===== src/rtl/alu_pipe.sv =====
// Two-stage elastic ALU pipeline: stage 1 holds the operands, stage 2 holds the result and its flags.
// The status register latches {Z,V,N} when a result that requested it is accepted downstream.
module alu_pipe #(
   parameter int WIDTH = 16,
   parameter int SHW   = $clog2(WIDTH)
) (
   input  logic             clk,
   input  logic             reset,
   input  logic             in_valid,
   output logic             in_ready,
   input  logic [WIDTH-1:0] Ain,
   input  logic [WIDTH-1:0] Bin,
   input  logic [2:0]       ALUop,
   input  logic             ldstat,
   output logic             out_valid,
   input  logic             out_ready,
   output logic [WIDTH-1:0] out,
   output logic             Z,
   output logic             V,
   output logic             N,
   output logic [2:0]       stat
);

   logic             r_s1_valid;
   logic [WIDTH-1:0] r_s1_a;
   logic [WIDTH-1:0] r_s1_b;
   logic [2:0]       r_s1_op;
   logic             r_s1_ld;
   logic             r_s2_valid;
   logic             r_s2_ld;
   logic [WIDTH-1:0] r_out;
   logic             r_z;
   logic             r_v;
   logic             r_n;
   logic [2:0]       r_stat;

   logic             w_s2_adv;
   logic             w_s1_move;
   logic             w_accept;
   logic [WIDTH-1:0] w_res;
   logic             w_v;
   logic [SHW-1:0]   w_sh;

   // A full result stage frees itself only on retirement, so in_ready follows out_ready combinationally.
   assign w_s2_adv  = ~r_s2_valid | out_ready;
   assign w_s1_move = r_s1_valid & w_s2_adv;
   assign in_ready  = ~r_s1_valid | w_s1_move;
   assign w_accept  = in_valid & in_ready;
   assign w_sh      = r_s1_b[SHW-1:0];

   // ALU operation and signed-overflow flag on the stage-1 operands
   always_comb begin
      w_res = '0;
      w_v   = 1'b0;
      case (r_s1_op)
         3'b000: begin
            w_res = r_s1_a + r_s1_b;
            w_v   = (r_s1_a[WIDTH-1] == r_s1_b[WIDTH-1]) && (w_res[WIDTH-1] != r_s1_a[WIDTH-1]);
         end
         3'b001: begin
            w_res = r_s1_a - r_s1_b;
            w_v   = (r_s1_a[WIDTH-1] != r_s1_b[WIDTH-1]) && (w_res[WIDTH-1] != r_s1_a[WIDTH-1]);
         end
         3'b010:  w_res = r_s1_a & r_s1_b;
         3'b011:  w_res = ~r_s1_b;
         3'b100:  w_res = r_s1_a | r_s1_b;
         3'b101:  w_res = r_s1_a ^ r_s1_b;
         3'b110:  w_res = r_s1_a << w_sh;
         3'b111:  w_res = $unsigned($signed(r_s1_a) >>> w_sh);
         default: w_res = '0;
      endcase
   end

   // Operand stage: loads on an accepted request, empties when its contents move to stage 2
   always_ff @(posedge clk or posedge reset) begin
      if (reset) begin
         r_s1_valid <= 1'b0;
         r_s1_a     <= '0;
         r_s1_b     <= '0;
         r_s1_op    <= 3'b000;
         r_s1_ld    <= 1'b0;
      end else begin
         r_s1_valid <= w_accept | (r_s1_valid & ~w_s1_move);
         if (w_accept) begin
            r_s1_a  <= Ain;
            r_s1_b  <= Bin;
            r_s1_op <= ALUop;
            r_s1_ld <= ldstat;
         end
      end
   end

   // Result stage and status register; result holds while stalled
   always_ff @(posedge clk or posedge reset) begin
      if (reset) begin
         r_s2_valid <= 1'b0;
         r_s2_ld    <= 1'b0;
         r_out      <= '0;
         r_z        <= 1'b0;
         r_v        <= 1'b0;
         r_n        <= 1'b0;
         r_stat     <= 3'b000;
      end else begin
         if (w_s2_adv) begin
            r_s2_valid <= r_s1_valid;
            if (r_s1_valid) begin
               r_out   <= w_res;
               r_z     <= (w_res == '0);
               r_v     <= w_v;
               r_n     <= w_res[WIDTH-1];
               r_s2_ld <= r_s1_ld;
            end
         end
         if (r_s2_valid & out_ready & r_s2_ld) begin
            r_stat <= {r_z, r_v, r_n};
         end
      end
   end

   assign out_valid = r_s2_valid;
   assign out       = r_out;
   assign Z         = r_z;
   assign V         = r_v;
   assign N         = r_n;
   assign stat      = r_stat;

endmodule


===== config.mk =====
export PLATFORM = sky130hd
export DESIGN_NAME = alu_pipe
export DESIGN_NICKNAME = d
export VERILOG_FILES = /design/src/rtl/alu_pipe.sv
export SDC_FILE = /design/constraint.sdc
export NUM_CORES = 1
export LEC_CHECK = 0
export CELL_PAD_IN_SITES_DETAIL_PLACEMENT = 0
export CELL_PAD_IN_SITES_GLOBAL_PLACEMENT = 1
export CORE_MARGIN = 5
export CORE_UTILIZATION = 36
export CTS_BUF_LIST = sky130_fd_sc_hd__clkbuf_8
export DETAILED_ROUTE_END_ITERATION = 6
export GPL_TIMING_DRIVEN = 0
export HOLD_SLACK_MARGIN = 0.03
export PLACE_DENSITY_LB_ADDON = 0.1
export SLEW_MARGIN = 0
export SYNTH_ARGS = -nofsm -noshare
export SYNTH_HDL_FRONTEND = slang
export SYNTH_SLANG_ARGS = --single-unit

===== constraint.sdc =====
create_clock -name clk -period 3.55 [get_ports clk]
set_input_delay 0.355 -clock clk [delete_from_list [all_inputs] [get_ports clk]]
set_output_delay 0.355 -clock clk [all_outputs]
set_load 0.05 [all_outputs]

Run 1, cells coloured by class:
(2 px per um)
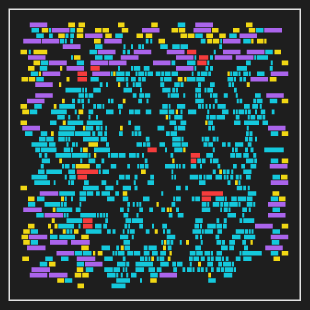
yellow -> other buffers and delay cells  # cells 125, share of their area 13%
red -> clock drivers and dummy loads  # cells 15, share of their area 3.0%
purple -> flops  # cells 60, share of their area 20%
cyan -> combinational and other logic  # cells 629, share of their area 64%
Core Rows: 49
Core Box Area: 17,900 um2
Design Area, Final: 7959 um2

Run 1, routing congestion:
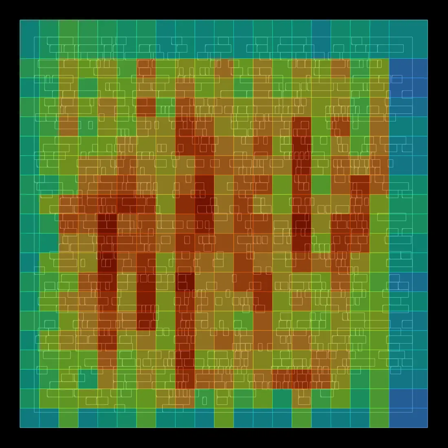
most crowded layer after global routing: met2
wire length per cell: 26.00 um
met2 Usage GRT: 0.4112
final core occ: 0.4446

==> flow_summary.ini, run 1 <==
; physical design summary
[worst_setup_path]
crit_family = AND-OR/OR-AND gates
critPathCaptureType = register
worstSetupPathType = register to register
path_common_cell = o2111ai_1
crit_buf_inv = 3
r2r_setup_slack_ps = 80

[clocking]
cts_buffers = 9
clk_latency_ps = 380
cts_tree = built
root_buffer = clkbuf_8
cts_setup_buffers = 3

[cells_and_area]
layout.nets = 915
area_share_clock_buf_inv = 0.02940
nClkBuffers = 12
flop_area_um2 = 1513
nMultiInputCombCells = 576
final_cells = 1058
biggestCellCategory = multi-input combinational cells

[status]
status = finished, final reports clean

[grt]
grt_usage = 0.2659
antenna_found_initial = 0

[yosys]
ys_warn_count = 0
common_cells = nor2_1 (64), dfrtp_1 (60), nand2_1 (52)
netlist_instances = 748
synth_nets = 838
netlist_area_um2 = 6539
synthSimpleGateAreaFrac = 0.1565
synth-edff-count = 0

[detailed_routing]
drt_pass1_iterations = 4
drt_iter0_drc = 575
detail-route-antenna-nets = 0
top_layer = met4

[timing]
slew_headroom = 0.4251
worst_pin_slew_ps = 862.3

[pwr]
p_comb_frac = 0.628
p_leak_uw = 0.003251
clkPwrFrac = 0.163
total_power_uw = 4839
switchingPower_uw = 2392
power_leader = combinational cells

[floorplan]
taps = 229
dieWidth_um = 144.8

[job]
maxCapViolCount = 0
warning_count = 59

[placement]
dp_slack_ps = -1009
Run 1, M1 wires:
(3 px per um)
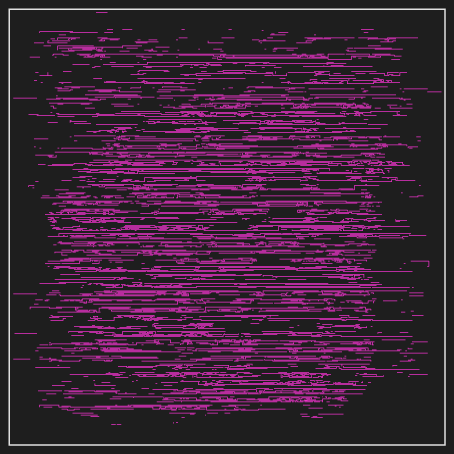
main direction = horizontal
share of all routed wire = 46%
Routed WL: 27,500 um
Vias: 6,515
met1 Usage GRT: 0.3786

--- run 2 (diff from run 1) ---
--- a/config.mk
+++ b/config.mk
@@ -10,6 +10,7 @@
 export CORE_MARGIN = 5
 export CORE_UTILIZATION = 36
 export CTS_BUF_LIST = sky130_fd_sc_hd__clkbuf_8
+export CTS_CLUSTER_DIAMETER = 200
 export DETAILED_ROUTE_END_ITERATION = 6
 export GPL_TIMING_DRIVEN = 0
 export HOLD_SLACK_MARGIN = 0.03
Run 2, M1 wires:
(3 px per um)
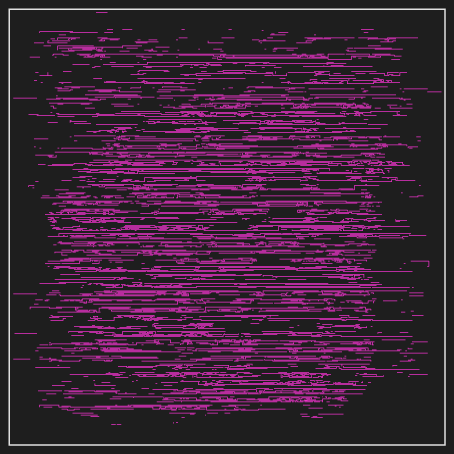
wire length on this layer = 12,600 um
main direction = horizontal
nets with wire on the layer = 826

==> run 2 against run 1 <==
Worst hold slack unchanged. Clock skew unchanged. Synthesized cell count unchanged. Sequential power about the same. Design area unchanged. Sequential share of layout area unchanged. Clock-buffer cell count unchanged. Die size unchanged. Via count unchanged. Non-clock buffer count unchanged. Critical path type unchanged.
==> flow_summary.ini, run 2 <==
; physical design summary
[status]
status = finished, final reports clean

[detailed_routing]
wire_per_inst_um = 26.00
detail-route-antenna-nets = 0
drt_pass1_iterations = 4
vias = 6515
drt_iter0_drc = 575
top_layer = met4

[cells_and_area]
finalCoreUtilization = 0.4446
final_cells = 1058
biggestCellCategory = multi-input combinational cells
final_area_um2 = 7959
flop_area_um2 = 1513
nClkBuffers = 12

[floorplan]
dieWidth_um = 144.8
core_um2 = 17900
rows = 49

[grt]
use_met1 = 0.3786
antenna_found_initial = 0
top_usage_layer = met2
grt_usage = 0.2659
grt_util_met2 = 0.4112

[pwr]
power_leader = combinational cells
total_power_uw = 4839
p_leak_uw = 0.003251
clkPwrFrac = 0.163

[timing]
slew_headroom = 0.4251
worst_pin_slew_ps = 862.3

[clocking]
cts_buffers = 9
root_buffer = clkbuf_8

[worst_setup_path]
r2r_setup_slack_ps = 80
critPathCaptureType = register
crit_family = AND-OR/OR-AND gates
path_common_cell = o2111ai_1
worstSetupPathType = register to register

[yosys]
ys_warn_count = 0
netlist_area_um2 = 6539
netlist_instances = 748
synth_nets = 838
synth-edff-count = 0

[placement]
dp_slack_ps = -1009

[job]
warning_count = 59
maxCapViolCount = 0
Run 2, layout detail:
Window x 24 to 49, y 96 to 121 um. Cells in grey, sequential cells in the stronger grey; small squares are vias.
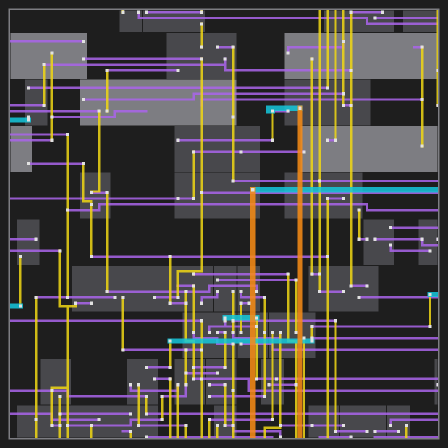
orange -> metal 4
cyan -> metal 3
yellow -> metal 2
purple -> metal 1
sequential cells in the window = 3
netlist names of flops here include = `r_s1_op` (2), `r_s1_b` (1)
cells with their middle in the window = 30
most frequent = nor2_1 (4), clkbuf_8 (3), dfrtp_1 (3)

--- run 3 (diff from run 2) ---
--- a/config.mk
+++ b/config.mk
@@ -15,7 +15,7 @@
 export GPL_TIMING_DRIVEN = 0
 export HOLD_SLACK_MARGIN = 0.03
 export PLACE_DENSITY_LB_ADDON = 0.1
-export SLEW_MARGIN = 0
+export SLEW_MARGIN = 30
 export SYNTH_ARGS = -nofsm -noshare
 export SYNTH_HDL_FRONTEND = slang
 export SYNTH_SLANG_ARGS = --single-unit
Run 3, M1 wires:
(3 px per um)
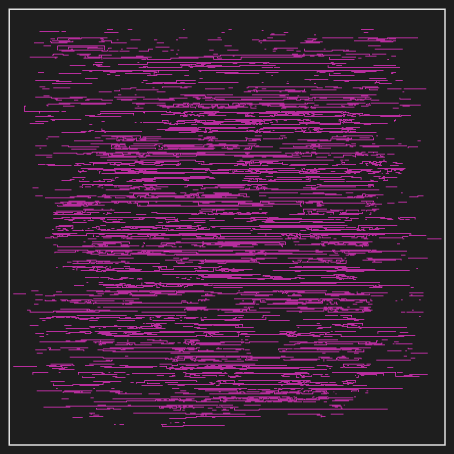
Vias: 6,578
met1 Usage GRT: 0.3669
Routed WL: 27,620 um

==> run 3 against run 2 <==
Register-to-register slack better by 20 ps. Area after synthesis stayed put. Sequential power hardly changed. Global-route usage is 0.17 points lower. Routed wire length is 0.42% higher. Clock-buffer cell count is 3 lower. Clock skew is 1.2 ps higher. Maximum frequency is 0.64% higher. Clock power is 4.8% higher. Critical path type unchanged.
==> flow_summary.ini, run 3 <==
; physical design summary
[status]
status = finished, final reports clean

[clocking]
clk_latency_ps = 390
cts_setup_buffers = 3

[pwr]
p_comb_frac = 0.628
clkPwrFrac = 0.166

[worst_setup_path]
worstSetupPathType = register to register
crit_buf_inv = 2
path_common_cell = clkbuf_1
crit_family = AND-OR/OR-AND gates

[cells_and_area]
finalCoreUtilization = 0.4568
layout.nets = 927
final_cells = 1071
area_share_clock_buf_inv = 0.03029

[timing]
worst_pin_slew_ps = 872.4

[floorplan]
taps = 229
core_um2 = 17900

[grt]
top_usage_layer = met2
grt_usage = 0.2642

[yosys]
netlist_instances = 748

[job]
maxCapViolCount = 0

[detailed_routing]
detail-route-antenna-nets = 0

[placement]
dp_slack_ps = -982.1
Run 3, cells by drive strength:
(2 px per um)
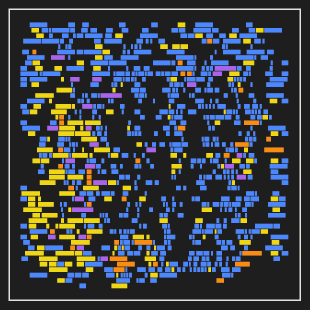
purple -> _6 and larger  # cells 24, most used clkbuf_8
yellow -> _2 cells  # cells 149, most used mux2_2
blue -> _0 and _1 cells  # cells 634, most used clkdlybuf4s50_1
orange -> _3 and _4 cells  # cells 35, most used buf_4

Power and IR drop assume default switching activity.
